Run 1, the metal 3 layer:
Drawn at 2 px/um. Cells faint in the background.
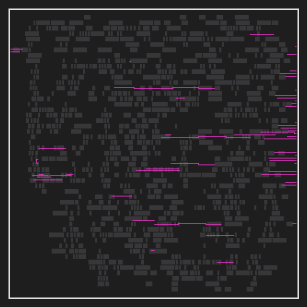
Run 1, where the registers sit:
Drawn at 2 px/um. Other sequential cells in the stronger grey, the rest of the logic in the fainter grey.
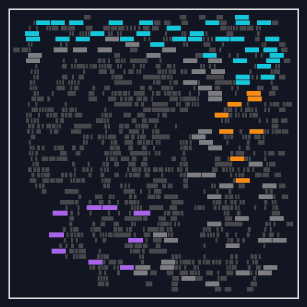
Run 1, drive-strength map:
Drawn at 2 px/um.
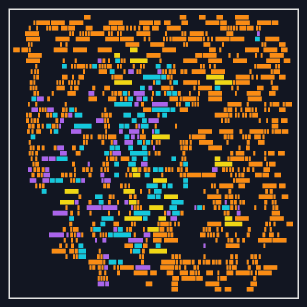
Run 1, placement view:
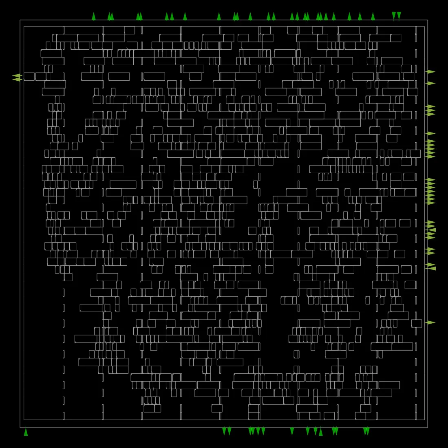
--- src/rtl/fft_pkg.sv ---
// Shared types for the FFT address sequencer: controller state encoding and
// the bit-reverse helper used to scatter input samples into memory.
package fft_pkg;

    localparam int unsigned MaxLog2N = 10;

    typedef enum logic [2:0] {
        StIdle,
        StLoad,
        StBfly,
        StUnload,
        StDone
    } fft_state_e;

    // Reverses the low w bits of v; bits at and above w come back as zero.
    function automatic logic [MaxLog2N-1:0] bitrev(input logic [MaxLog2N-1:0] v,
                                                  input int unsigned w);
        logic [MaxLog2N-1:0] r;
        r = '0;
        for (int i = 0; i < int'(MaxLog2N); i++) begin
            if (i < int'(w)) begin
                r = r | (MaxLog2N'(v[i]) << (int'(w) - 1 - i));
            end
        end
        return r;
    endfunction

endpackage

--- src/rtl/fft_addr_seq_if.sv ---
// Control, load, butterfly and unload signals of the FFT address sequencer.
// The slave side is the sequencer; the master side is whoever drives it.
interface fft_addr_seq_if #(
    parameter int unsigned LOG2N = 8
);
    localparam int unsigned SW  = $clog2(LOG2N);
    localparam int unsigned TWW = LOG2N - 1;

    logic             start;
    logic             abort;
    logic             busy;
    logic             done;
    logic [SW-1:0]    stage;

    logic             in_valid;
    logic             in_ready;
    logic             ld_wren;
    logic [LOG2N-1:0] ld_addr;

    logic             bf_rden;
    logic [LOG2N-1:0] bf_addr_a;
    logic [LOG2N-1:0] bf_addr_b;
    logic [TWW-1:0]   tw_addr;
    logic             bf_shift;

    logic             bf_wren;
    logic [LOG2N-1:0] bf_waddr_a;
    logic [LOG2N-1:0] bf_waddr_b;

    logic             out_valid;
    logic             out_ready;
    logic [LOG2N-1:0] out_addr;

    modport master (
        output start, abort, in_valid, out_ready,
        input  busy, done, stage, in_ready, ld_wren, ld_addr,
               bf_rden, bf_addr_a, bf_addr_b, tw_addr, bf_shift,
               bf_wren, bf_waddr_a, bf_waddr_b, out_valid, out_addr
    );

    modport slave (
        input  start, abort, in_valid, out_ready,
        output busy, done, stage, in_ready, ld_wren, ld_addr,
               bf_rden, bf_addr_a, bf_addr_b, tw_addr, bf_shift,
               bf_wren, bf_waddr_a, bf_waddr_b, out_valid, out_addr
    );

endinterface

--- src/rtl/fft_addr_dly.sv ---
// Fixed-depth delay line carrying butterfly read addresses to the writeback
// port; a synchronous clear flushes everything in flight.
module fft_addr_dly #(
    parameter int unsigned Width = 8,
    parameter int unsigned Depth = 2
) (
    input  logic             clk_i,
    input  logic             clr_i,
    input  logic [Width-1:0] d_i,
    output logic [Width-1:0] q_o
);

    logic [Width-1:0] pipe_q [Depth];

    always_ff @(posedge clk_i) begin
        if (clr_i) begin
            for (int i = 0; i < int'(Depth); i++) begin
                pipe_q[i] <= '0;
            end
        end else begin
            pipe_q[0] <= d_i;
            for (int i = 1; i < int'(Depth); i++) begin
                pipe_q[i] <= pipe_q[i-1];
            end
        end
    end

    assign q_o = pipe_q[Depth-1];

endmodule

--- src/rtl/fft_addr_seq.sv ---
// Radix-2 in-place FFT address sequencer: bit-reversed load, per-stage
// butterfly issue with delayed writeback, then bin unload. Optional abort via
// FFT_ADDR_SEQ_ABORT_EN.
module fft_addr_seq
    import fft_pkg::*;
#(
    parameter int unsigned      LOG2N       = 8,
    parameter int unsigned      BF_LAT      = 2,
    parameter logic [LOG2N-1:0] SCALE_MASK  = '1,
    parameter int unsigned      UNLOAD_HALF = 1,
    parameter int unsigned      DONE_HOLD   = 4
) (
    input logic           clk,
    input logic           reset,
    fft_addr_seq_if.slave bus
);

    localparam int unsigned N         = 1 << LOG2N;
    localparam int unsigned HALF      = N / 2;
    localparam int unsigned STAGE_LEN = HALF + BF_LAT;
    localparam int unsigned SW        = $clog2(LOG2N);
    localparam int unsigned CW        = LOG2N + 1;
    localparam int unsigned TWW       = LOG2N - 1;
    localparam int unsigned DW        = $clog2(DONE_HOLD + 1);
    localparam int unsigned LAST      = (UNLOAD_HALF != 0) ? HALF : N - 1;
    localparam int unsigned DLY_W     = 1 + 2 * LOG2N;

    fft_state_e       state_q;
    logic [LOG2N-1:0] k_q;
    logic [LOG2N-1:0] ua_q;
    logic [SW-1:0]    s_q;
    logic [CW-1:0]    c_q;
    logic [DW-1:0]    dh_q;

    logic             in_ready_q;
    logic             busy_q;
    logic             done_q;
    logic             out_valid_q;
    logic             rd_q;
    logic             shift_q;
    logic [LOG2N-1:0] a_q;
    logic [LOG2N-1:0] b_q;
    logic [TWW-1:0]   tw_q;

    logic             ld_fire;
    logic             out_fire;
    logic             abort_hit;
    logic             kill;
    logic             nxt_en;
    logic [SW-1:0]    nxt_s;
    logic [LOG2N-1:0] nxt_b;
    logic [DLY_W-1:0] dly_q;

    function automatic logic [LOG2N-1:0] calc_a(input int s, input int b);
        int j;
        j = b & ((1 << s) - 1);
        return LOG2N'(((b >> s) << (s + 1)) + j);
    endfunction

    function automatic logic [LOG2N-1:0] calc_b(input int s, input int b);
        return LOG2N'(int'(calc_a(s, b)) + (1 << s));
    endfunction

    function automatic logic [TWW-1:0] calc_tw(input int s, input int b);
        return TWW'((b & ((1 << s) - 1)) << (int'(LOG2N) - 1 - s));
    endfunction

`ifdef FFT_ADDR_SEQ_ABORT_EN
    assign abort_hit = bus.abort && (state_q != StIdle);
`else
    logic unused_abort;
    assign unused_abort = bus.abort;
    assign abort_hit    = 1'b0;
`endif

    assign kill     = reset || abort_hit;
    assign ld_fire  = bus.in_valid && in_ready_q;
    assign out_fire = out_valid_q && bus.out_ready;

    // Butterfly to present on the read port next cycle; each stage ends with
    // BF_LAT idle cycles so its last writeback lands before the next stage reads.
    always_comb begin
        nxt_en = 1'b0;
        nxt_s  = '0;
        nxt_b  = '0;
        case (state_q)
            StLoad: begin
                if (ld_fire && (k_q == LOG2N'(N - 1))) begin
                    nxt_en = 1'b1;
                end
            end
            StBfly: begin
                if (c_q == CW'(STAGE_LEN - 1)) begin
                    if (s_q != SW'(LOG2N - 1)) begin
                        nxt_en = 1'b1;
                        nxt_s  = s_q + SW'(1);
                    end
                end else if (int'(c_q) + 1 < int'(HALF)) begin
                    nxt_en = 1'b1;
                    nxt_s  = s_q;
                    nxt_b  = LOG2N'(c_q + CW'(1));
                end
            end
            default: ;
        endcase
    end

    always_ff @(posedge clk) begin
        if (kill) begin
            state_q     <= StIdle;
            k_q         <= '0;
            ua_q        <= '0;
            s_q         <= '0;
            c_q         <= '0;
            dh_q        <= '0;
            in_ready_q  <= 1'b0;
            busy_q      <= 1'b0;
            done_q      <= 1'b0;
            out_valid_q <= 1'b0;
            rd_q        <= 1'b0;
            shift_q     <= 1'b0;
            a_q         <= '0;
            b_q         <= '0;
            tw_q        <= '0;
        end else begin
            rd_q    <= nxt_en;
            a_q     <= nxt_en ? calc_a(int'(nxt_s), int'(nxt_b)) : '0;
            b_q     <= nxt_en ? calc_b(int'(nxt_s), int'(nxt_b)) : '0;
            tw_q    <= nxt_en ? calc_tw(int'(nxt_s), int'(nxt_b)) : '0;
            shift_q <= nxt_en && SCALE_MASK[nxt_s];

            unique case (state_q)
                StIdle: begin
                    if (bus.start) begin
                        state_q    <= StLoad;
                        k_q        <= '0;
                        in_ready_q <= 1'b1;
                        busy_q     <= 1'b1;
                    end
                end
                StLoad: begin
                    if (ld_fire) begin
                        k_q <= k_q + LOG2N'(1);
                        if (k_q == LOG2N'(N - 1)) begin
                            state_q    <= StBfly;
                            in_ready_q <= 1'b0;
                            s_q        <= '0;
                            c_q        <= '0;
                        end
                    end
                end
                StBfly: begin
                    if (c_q == CW'(STAGE_LEN - 1)) begin
                        c_q <= '0;
                        if (s_q == SW'(LOG2N - 1)) begin
                            state_q     <= StUnload;
                            s_q         <= '0;
                            ua_q        <= '0;
                            out_valid_q <= 1'b1;
                        end else begin
                            s_q <= s_q + SW'(1);
                        end
                    end else begin
                        c_q <= c_q + CW'(1);
                    end
                end
                StUnload: begin
                    if (out_fire) begin
                        if (ua_q == LOG2N'(LAST)) begin
                            state_q     <= StDone;
                            ua_q        <= '0;
                            out_valid_q <= 1'b0;
                            done_q      <= 1'b1;
                            dh_q        <= '0;
                        end else begin
                            ua_q <= ua_q + LOG2N'(1);
                        end
                    end
                end
                StDone: begin
                    if (dh_q == DW'(DONE_HOLD - 1)) begin
                        state_q <= StIdle;
                        done_q  <= 1'b0;
                        busy_q  <= 1'b0;
                        dh_q    <= '0;
                    end else begin
                        dh_q <= dh_q + DW'(1);
                    end
                end
                default: state_q <= StIdle;
            endcase
        end
    end

    fft_addr_dly #(
        .Width(DLY_W),
        .Depth(BF_LAT)
    ) u_dly (
        .clk_i(clk),
        .clr_i(kill),
        .d_i  ({rd_q, a_q, b_q}),
        .q_o  (dly_q)
    );

    assign bus.busy       = busy_q;
    assign bus.done       = done_q;
    assign bus.stage      = s_q;
    assign bus.in_ready   = in_ready_q;
    assign bus.ld_wren    = ld_fire;
    assign bus.ld_addr    = in_ready_q ? LOG2N'(bitrev(MaxLog2N'(k_q), LOG2N)) : '0;
    assign bus.bf_rden    = rd_q;
    assign bus.bf_addr_a  = a_q;
    assign bus.bf_addr_b  = b_q;
    assign bus.tw_addr    = tw_q;
    assign bus.bf_shift   = shift_q;
    assign bus.bf_wren    = dly_q[DLY_W-1];
    assign bus.bf_waddr_a = dly_q[2*LOG2N-1 -: LOG2N];
    assign bus.bf_waddr_b = dly_q[LOG2N-1:0];
    assign bus.out_valid  = out_valid_q;
    assign bus.out_addr   = ua_q;

endmodule
--- src/flat_wrapper.sv ---
// flat-port wrapper written by rule: the top's interface ports become plain ports
module fft_addr_seq_flat import fft_pkg::*;
#(
    parameter int unsigned      LOG2N       = 8,
    parameter int unsigned      BF_LAT      = 2,
    parameter logic [LOG2N-1:0] SCALE_MASK  = '1,
    parameter int unsigned      UNLOAD_HALF = 1,
    parameter int unsigned      DONE_HOLD   = 4
)
  (clk, reset, bus_start, bus_abort, bus_in_valid, bus_out_ready, bus_busy, bus_done, bus_stage, bus_in_ready, bus_ld_wren, bus_ld_addr, bus_bf_rden, bus_bf_addr_a, bus_bf_addr_b, bus_tw_addr, bus_bf_shift, bus_bf_wren, bus_bf_waddr_a, bus_bf_waddr_b, bus_out_valid, bus_out_addr);
  fft_addr_seq_if #(.LOG2N(LOG2N)) bus_i ();
  input logic clk;
  input logic reset;
  input wire logic [$bits(bus_i.start)-1:0] bus_start;
  input wire logic [$bits(bus_i.abort)-1:0] bus_abort;
  input wire logic [$bits(bus_i.in_valid)-1:0] bus_in_valid;
  input wire logic [$bits(bus_i.out_ready)-1:0] bus_out_ready;
  output wire logic [$bits(bus_i.busy)-1:0] bus_busy;
  output wire logic [$bits(bus_i.done)-1:0] bus_done;
  output wire logic [$bits(bus_i.stage)-1:0] bus_stage;
  output wire logic [$bits(bus_i.in_ready)-1:0] bus_in_ready;
  output wire logic [$bits(bus_i.ld_wren)-1:0] bus_ld_wren;
  output wire logic [$bits(bus_i.ld_addr)-1:0] bus_ld_addr;
  output wire logic [$bits(bus_i.bf_rden)-1:0] bus_bf_rden;
  output wire logic [$bits(bus_i.bf_addr_a)-1:0] bus_bf_addr_a;
  output wire logic [$bits(bus_i.bf_addr_b)-1:0] bus_bf_addr_b;
  output wire logic [$bits(bus_i.tw_addr)-1:0] bus_tw_addr;
  output wire logic [$bits(bus_i.bf_shift)-1:0] bus_bf_shift;
  output wire logic [$bits(bus_i.bf_wren)-1:0] bus_bf_wren;
  output wire logic [$bits(bus_i.bf_waddr_a)-1:0] bus_bf_waddr_a;
  output wire logic [$bits(bus_i.bf_waddr_b)-1:0] bus_bf_waddr_b;
  output wire logic [$bits(bus_i.out_valid)-1:0] bus_out_valid;
  output wire logic [$bits(bus_i.out_addr)-1:0] bus_out_addr;
  assign bus_i.start = bus_start;
  assign bus_i.abort = bus_abort;
  assign bus_i.in_valid = bus_in_valid;
  assign bus_i.out_ready = bus_out_ready;
  assign bus_busy = bus_i.busy;
  assign bus_done = bus_i.done;
  assign bus_stage = bus_i.stage;
  assign bus_in_ready = bus_i.in_ready;
  assign bus_ld_wren = bus_i.ld_wren;
  assign bus_ld_addr = bus_i.ld_addr;
  assign bus_bf_rden = bus_i.bf_rden;
  assign bus_bf_addr_a = bus_i.bf_addr_a;
  assign bus_bf_addr_b = bus_i.bf_addr_b;
  assign bus_tw_addr = bus_i.tw_addr;
  assign bus_bf_shift = bus_i.bf_shift;
  assign bus_bf_wren = bus_i.bf_wren;
  assign bus_bf_waddr_a = bus_i.bf_waddr_a;
  assign bus_bf_waddr_b = bus_i.bf_waddr_b;
  assign bus_out_valid = bus_i.out_valid;
  assign bus_out_addr = bus_i.out_addr;
  fft_addr_seq #(.LOG2N(LOG2N), .BF_LAT(BF_LAT), .SCALE_MASK(SCALE_MASK), .UNLOAD_HALF(UNLOAD_HALF), .DONE_HOLD(DONE_HOLD)) u_core (.clk(clk), .reset(reset), .bus(bus_i));
endmodule
--- config.mk ---
export PLATFORM = sky130hd
export DESIGN_NAME = fft_addr_seq_flat
export DESIGN_NICKNAME = d
export VERILOG_FILES = /design/src/rtl/fft_pkg.sv /design/src/rtl/fft_addr_seq_if.sv /design/src/rtl/fft_addr_dly.sv /design/src/rtl/fft_addr_seq.sv /design/src/flat_wrapper.sv
export SDC_FILE = /design/constraint.sdc
export NUM_CORES = 1
export LEC_CHECK = 0
export ABC_AREA = 1
export CELL_PAD_IN_SITES_DETAIL_PLACEMENT = 0
export CELL_PAD_IN_SITES_GLOBAL_PLACEMENT = 2
export CORE_UTILIZATION = 28
export CTS_CLUSTER_DIAMETER = 120
export DETAILED_ROUTE_END_ITERATION = 7
export PLACE_DENSITY_LB_ADDON = 0.08
export REMOVE_ABC_BUFFERS = 1
export SYNTH_ARGS = -nofsm -noshare
export SYNTH_HDL_FRONTEND = slang
export SYNTH_SLANG_ARGS = --single-unit
--- constraint.sdc ---
create_clock -name clk -period 5.1 [get_ports clk]
set_input_delay 1.02 -clock clk [delete_from_list [all_inputs] [get_ports clk]]
set_output_delay 1.02 -clock clk [all_outputs]
set_load 0.1 [all_outputs]
==> metrics.csv, run 1 <==
metric,value,unit
status,"finished, final reports clean",
critical_path_required,5.39,ns
yosys_area,0.00562,mm^2
r2r_slack,0.34,ns
yosys.area_share.simple,32.2,%
synth-xor-area-share,1.40,%
fin_worst_skew,0.0120,ns
top_cells_excl_fill_tap,"134 x sky130_fd_sc_hd__nand2_1, 132 x sky130_fd_sc_hd__inv_1, 103 x sky130_fd_sc_hd__nor2_1",
ys_async_sr_fraction,0,%
tritoncts_clock_tree,built,
setup.worst_path.start_class,register,
grt_use_met1,19.8,%
postSynth.topFlopCell,sky130_fd_sc_hd__dfxtp_1,
drt_initial_violations,170,
worst_r2r_path_depth,30,
layout_min_cycle_time,4.76,ns
antenna_found_initial,0,
vias,5063,
clk_root_buffer_cell,sky130_fd_sc_hd__clkbuf_16,
grt_first_pass_wirelength,23000,um
power.ir.vdd_worst,0.173,mV
number_of_buffers_inserted_to_repair_setup_after_cts,0,
most_common_cell_in_the_netlist,sky130_fd_sc_hd__nand2_1,
top_cell_type_s_share_of_synthesized_area,34.2,%
holdCritStartpoint,u_core.u_dly.pipe_q[0][8],
timing.max_cap.violations,0,
die-height,144,um
pin_count_of_the_biggest_net_entering_global_routing,48,
insertion_delay,0.35,ns
clock_sink_count,96,
power_leakage,3.16,nW
post_drt_via_cell_ratio,4.27,
die.size.x,144,um
cts.path.max_buffers,2,
biggest_area_contributors_in_the_synthesized_netlist,"sky130_fd_sc_hd__dfxtp_1 34%, sky130_fd_sc_hd__nand2_1 9.1%, sky130_fd_sc_hd__inv_1 9.0%",
cts-buffers-inserted,9,
grt_most_used_layer,met2,
layout_top_cell,sky130_fd_sc_hd__nand2_1,
post-route-drc-count,0,
area_delta_synth_final,33.1,%
holdWs,0.401,ns
openroad_warning_count,32,
dieArea,0.0207,mm^2
synth.cell_area,0.00562,mm^2
met2_track_utilization_from_global_routing,22.8,%
worst_path_max_delay_cell,sky130_fd_sc_hd__fa_2,
top_area_cell,sky130_fd_sc_hd__dfxtp_1,
portBuffers,70,
critPathMaxStageDelay,0.42,ns
regToRegStartpoint,u_core.c_q[0],
path_class_of_the_lowest_slack_min_delay_path,reg -> reg,
edf_count,0,
dp.final_hpwl,11300,um
routed-wl-met2,6390,um
num-nets-final,952,
timing.final.max_slew_violations,0,
post_synth_aoi_oai_area,10.7,%
remaining_antenna_violation_count_after_routing,0,
synth_cell_type_count,49,
synthesis.instances,800,
setup_violations_final,0,
gr-usage-all-layers,14.4,%
multi_input_comb_area,0.00311,mm^2
routed_wl,14500,um
crit_path_max_fanout,9,
timing.max_slew.rel_slack,34.2,%
detail_route.wl_per_cell,12.2,um
top_level_ports,72,
tightestPinTransition,0.983,ns
yosys-top-cells-count,"137 x sky130_fd_sc_hd__nand2_1, 135 x sky130_fd_sc_hd__inv_1, 110 x sky130_fd_sc_hd__nor2_1",
crit_path_end_kind,register,
ys_seq_elements,96,
yosysWarnings,0,
postSynthAreaPerCell,7.03,um^2
met3RoutedLength,539,um
via_count_of_the_first_global_routing_pass,4605,
number_of_antenna_repair_diodes,0,
area_of_all_sequential_standard_cells,0.00193,mm^2
max_clock_freq,0.210,GHz
adder_share,7.17,%
ys_cells,800,
cts.clk_slew.worst_paths,0.08,ns
cts_htree_levels,3,
capture_point_of_the_worst_reg_to_reg_path,u_core.bus.bf_addr_b[7],
drt_pre_antenna_iters,4,
overflow,0,
final.period_utilization,93.3,%
fraction_of_layout_instances_using_a_drive_strength_above_1,20.9,%
yosys-dominant-comb-family,simple AND/OR/NAND/NOR gates,
hold-path-endpoint,u_core.u_dly.pipe_q[0][25],
holdBufCountCts,0,
worst-endpoint-arrival,5.05,ns
globalRouteMet3Util,2.80,%
power_density,362,mW/mm^2
cp-startpoint,u_core.c_q[0],
post_synth_mux_area_share,0,%
crit_path_frequent_cell,sky130_fd_sc_hd__nor2_1,
post_cts.resized_instances,0,
m1WireLength,7370,um
worstSetupEndpoint,u_core.bus.bf_addr_b[7],
number_of_hold_violations_in_the_final_report,0,
worstSetupPathType,reg -> reg,
top_layer_used,met4,
sequential_element_share_of_the_synthesized_area,34.2,%
share_of_the_core_filled_with_cells,38.2,%
min_delay_path_depth,2,
floorplan.initialDensity,28.7,%
place.gp.congestion,0.822,
Notes on 'the metal 3 layer' above:
The longest straight run is 21.6 um. The layer carries 540 um of wire.

Notes on 'where the registers sit' above:
u_core.c_q: drawn in purple, flops 9. u_core.u_dly.pipe_q: drawn in cyan, flops 34, where a horizontal strip, top. u_core.k_q: drawn in orange, flops 8, where right middle.
Another 45 sequential cells are not coloured.

Notes on 'drive-strength map' above:
drive 2: drawn in purple, cells 71. drive 3 to 4: drawn in cyan, cells 97. drive 6 and up: drawn in yellow, cells 24. drive 1 or less: drawn in orange, cells 728.

Notes on 'placement view' above:
filler instances: 2,101
flip-flops: 96
flop share of the area: 25.8%
standard-cell rows: 51
area of the placeable core: 0.0196 mm^2

==> run 1: registers in the layout (all words and copies together) (netlist names) <==
| name | flops |
|---|---|
| u_core.u_dly.pipe_q | 34 |
| u_core.c_q | 9 |
| u_core.bus.bf_addr_a | 8 |
| u_core.bus.bf_addr_b | 8 |
| u_core.bus.out_addr | 8 |
| u_core.k_q | 8 |
| u_core.bus.tw_addr | 7 |
| u_core.bus.stage | 3 |
| u_core.dh_q | 3 |
| u_core.state_q | 3 |
| u_core.bus.bf_rden | 1 |
| u_core.bus.busy | 1 |
| u_core.bus.done | 1 |
| u_core.bus.in_ready | 1 |
| u_core.bus.out_valid | 1 |
==> run 1: worst max-delay path: cells and delay by family, from the launching register on <==
kind | cells | cell delay (ns)
AND/OR/NAND/NOR | 15 | 1.42
adder cells (fa/ha/maj) | 4 | 1.24
AND-OR/OR-AND | 4 | 0.73
buffers and inverters | 6 | 0.65
flip-flops | 1 | 0.37
XOR/XNOR | 1 | 0.26
==> run 1: area by class of cell <==
class,instances,share of cell area [%]
Clock buffer,9,3.01
Clock inverter,7,1.09
Inverter,148,7.52
Multi-Input combinational cell,520,41.5
Sequential cell,96,25.8
Tap cell,265,4.43
Timing Repair Buffer,140,16.6
==> run 1: metrics by stage <==
step	TNS (ns)	instances	total power, mW	instance area (um^2)	worst slack (ns)
global route	-0.0222	1185	2.90	7490	-0.0222
detailed placement	0	1152	1.96	6810	0.0626
CTS	0	1168	2.67	7120	0.0104
finish	0	1185	2.71	7490	0.344
global placement	0	1152	1.96	6810	0.0901
floorplan	-0.406	764	1.61	5370	-0.383
==> run 1: where the power goes <==
part	total [mW]	switching [mW]	leakage (nW)	internal [mW]
sequential	0.852	0.0487	0.779	0.803
clock	0.686	0.336	0.150	0.351
combinational	1.17	0.784	2.23	0.387
total	2.71	1.17	3.16	1.54
## Run 2: what changed since run 1
--- a/config.mk
+++ b/config.mk
@@ -8,6 +8,7 @@
 export ABC_AREA = 1
 export CELL_PAD_IN_SITES_DETAIL_PLACEMENT = 0
 export CELL_PAD_IN_SITES_GLOBAL_PLACEMENT = 2
+export CORE_MARGIN = 1
 export CORE_UTILIZATION = 28
 export CTS_CLUSTER_DIAMETER = 120
 export DETAILED_ROUTE_END_ITERATION = 7
Run 2, placement view:
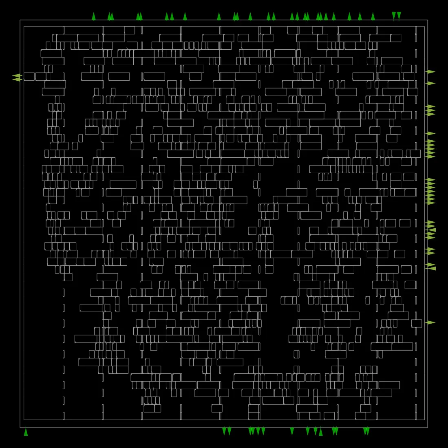
tapcell count: 265
Post-Layout Cell Count: 1,185

Run 2, where the registers sit:
Drawn at 2 px/um. Other sequential cells in the stronger grey, the rest of the logic in the fainter grey.
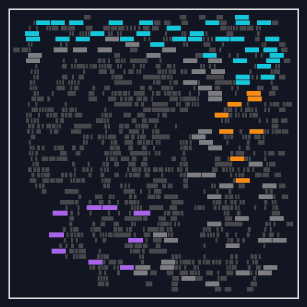
Seq power: 852 uW
share of the core filled with cells: 38.2%
area of all sequential standard cells: 0.00193 mm^2

Run 2, drive-strength map:
Drawn at 2 px/um.
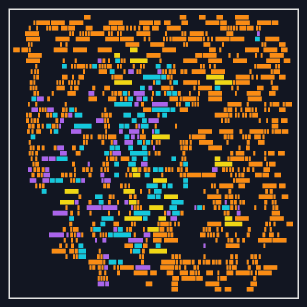
drive 1 or less: drawn in orange, cells 728. drive 6 and up: drawn in yellow, cells 24. drive 2: drawn in purple, cells 71. drive 3 to 4: drawn in cyan, cells 97.

==> run 2 against run 1 <==
  * Fmax did not move
  * Largest power group unchanged
  * Core utilization did not move
  * Final cell count did not move
  * Register-to-register slack barely moved
  * First-iteration DRC count did not move
  * Setup slack did not move
==> metrics.csv, run 2 <==
metric,value,unit,change
most_common_cell_in_the_netlist,sky130_fd_sc_hd__nand2_1,,
top_level_ports,72,,unchanged
crit_path_frequent_cell,sky130_fd_sc_hd__nor2_1,,
number_of_hold_violations_in_the_final_report,0,,unchanged
critical_path_required,5.39,ns,about the same
routed_wl,14500,um,unchanged
worstSetupPathType,reg -> reg,,
gr-usage-all-layers,14.4,%,unchanged
max_clock_freq,0.210,GHz,unchanged
tightestPinTransition,0.983,ns,unchanged
yosys.area_share.simple,32.2,%,unchanged
pin_count_of_the_biggest_net_entering_global_routing,48,,unchanged
vias,5063,,unchanged
fraction_of_layout_instances_using_a_drive_strength_above_1,20.9,%,unchanged
top_area_cell,sky130_fd_sc_hd__dfxtp_1,,
dieArea,0.0207,mm^2,unchanged
core.rowCount,51,,unchanged
totalPowerFinal,2.71,mW,unchanged
holdBufCountCts,0,,unchanged
worst_path_max_delay_cell,sky130_fd_sc_hd__fa_2,,
cts-buffers-inserted,9,,unchanged
die.size.x,144,um,unchanged
capture_point_of_the_worst_reg_to_reg_path,u_core.bus.bf_addr_b[7],,
pre_cts_slack,0.0626,ns,unchanged
layout_top_cell,sky130_fd_sc_hd__nand2_1,,
antenna_found_initial,0,,unchanged
via_count_of_the_first_global_routing_pass,4605,,unchanged
path_class_of_the_lowest_slack_min_delay_path,reg -> reg,,
critPathBufInv,6,,unchanged
place.gp.congestion,0.822,,unchanged
clock_sink_count,96,,unchanged
regToRegStartpoint,u_core.c_q[0],,
ys_seq_elements,96,,unchanged
worst_r2r_path_depth,30,,unchanged
largest_reg_flops,34,,unchanged
post_synth_aoi_oai_area,10.7,%,unchanged
power_density,362,mW/mm^2,unchanged
adder_share,7.17,%,unchanged
finalInstanceArea,0.00749,mm^2,unchanged
portBuffers,70,,unchanged
floorplan.initialDensity,28.7,%,unchanged
setup.worst_path.start_class,register,,
core,0.0196,mm^2,unchanged
clk_root_buffer_cell,sky130_fd_sc_hd__clkbuf_16,,
crit_path_max_fanout,9,,unchanged
top_register,u_core.u_dly.pipe_q,,
cts.clk_slew.worst_paths,0.08,ns,about the same
critPathMaxStageDelay,0.42,ns,about the same
post_synth_mux_area_share,0,%,unchanged
power.ir.vdd_worst,0.173,mV,unchanged
timing.max_slew.rel_slack,34.2,%,unchanged
worst-endpoint-arrival,5.05,ns,about the same
openroad_warning_count,32,,unchanged
edf_count,0,,unchanged
drt_initial_violations,170,,unchanged
crit_path_end_kind,register,,
grt_first_pass_wirelength,23000,um,unchanged
detail_route.wl_per_cell,12.2,um,unchanged
dp.final_hpwl,11300,um,unchanged
holdWs,0.401,ns,unchanged
yosys-top-cells-count,"137 x sky130_fd_sc_hd__nand2_1, 135 x sky130_fd_sc_hd__inv_1, 110 x sky130_fd_sc_hd__nor2_1",,
place_inst,1152,,unchanged
synth.cell_area,0.00562,mm^2,unchanged
hold-path-endpoint,u_core.u_dly.pipe_q[0][25],,
power_leakage,3.16,nW,unchanged
synth_cell_type_count,49,,unchanged
setup_violations_final,0,,unchanged
worst_path_dominant_cell_family,simple AND/OR/NAND/NOR gates,,
placement.cell_area,0.00681,mm^2,unchanged
insertion_delay,0.35,ns,about the same
yosys_area,0.00562,mm^2,unchanged
r2r_slack,0.34,ns,about the same
top_cells_excl_fill_tap,"134 x sky130_fd_sc_hd__nand2_1, 132 x sky130_fd_sc_hd__inv_1, 103 x sky130_fd_sc_hd__nor2_1",,
die-height,144,um,unchanged
synthesis.instances,800,,unchanged
post_drt_via_cell_ratio,4.27,,unchanged
timing.final.ws_setup,0.344,ns,unchanged
sequential_element_share_of_the_synthesized_area,34.2,%,unchanged
crit_cells,30,,unchanged
yosysWarnings,0,,unchanged
ys_cells,800,,unchanged
num-nets-final,952,,unchanged
min_delay_path_depth,2,,unchanged
holdCritStartpoint,u_core.u_dly.pipe_q[0][8],,
biggest_area_contributors_in_the_synthesized_netlist,"sky130_fd_sc_hd__dfxtp_1 34%, sky130_fd_sc_hd__nand2_1 9.1%, sky130_fd_sc_hd__inv_1 9.0%",,
status,"finished, final reports clean",,
totalNegativeSetupSlack,0,ns,unchanged
number_of_antenna_repair_diodes,0,,unchanged
tritoncts_clock_tree,built,,
drt_pre_antenna_iters,4,,unchanged
cts.path.max_buffers,2,,unchanged
fin_worst_skew,0.0120,ns,unchanged
post-route-drc-count,0,,unchanged
postSynth.topFlopCell,sky130_fd_sc_hd__dfxtp_1,,
top_cell_type_s_share_of_synthesized_area,34.2,%,unchanged
top_regs,"u_core.u_dly.pipe_q x34, u_core.c_q x9",,
ys_async_sr_fraction,0,%,unchanged
synth-xor-area-share,1.40,%,unchanged
overflow,0,,unchanged
cts_htree_levels,3,,unchanged
postSynthAreaPerCell,7.03,um^2,unchanged
[run 2: worst register-to-register path: cells and delay by family (launching register included)]
kind	cells	cell delay (ns)
buf+inv	6	0.65
compound gates	4	0.74
flops	1	0.37
simple gates	15	1.42
fa+ha+maj	4	1.24
xor+xnor	1	0.26
[run 2: per-layer routing]
layer  track usage (%)  up-vias  wire (um)
li1                  -     2717          -
met3              2.80       12        539
met1              19.8     2263       7370
met2              22.8       71       6390
met5                 0        -          0
met4              3.70        0        147
[run 2: layout make-up]
cell class	instances	area, um^2
Clock buffer	9	225
Fill cell	2101	12100
Sequential cell	96	1930
Tap cell	265	332
Multi-Input combinational cell	520	3110
Inverter	148	563
Timing Repair Buffer	140	1240
Clock inverter	7	81.3
[run 2: power by group]
part	total, mW	leakage (nW)	switching (mW)	internal, mW
combinational	1.17	2.23	0.784	0.387
sequential	0.852	0.779	0.0487	0.803
clock	0.686	0.150	0.336	0.351
[run 2: how the worst max path moves through the flow]
stage / start / to / slack [ns]
final: u_core.c_q[0] / u_core.bus.bf_addr_b[7] / 0.34
after global routing: u_core.c_q[1] / u_core.bus.bf_addr_b[7] / -0.02
after CTS: u_core.c_q[0] / u_core.bus.bf_addr_b[7] / 0.01
after detailed placement: u_core.c_q[0] / u_core.bus.bf_addr_b[7] / 0.06
after global placement: u_core.c_q[0] / u_core.bus.bf_addr_b[7] / 0.09
after floorplan: u_core.bus.stage[1] / u_core.bus.bf_addr_b[7] / -0.38
[run 2: what timing repair did]
action,CTS,global route
gates resized,0,61
setup endpoints to repair,0,2
hold endpoints to repair,0,0
buffers inserted,0,17
Power figures rest on the tool's default switching activity, not on a simulated workload.
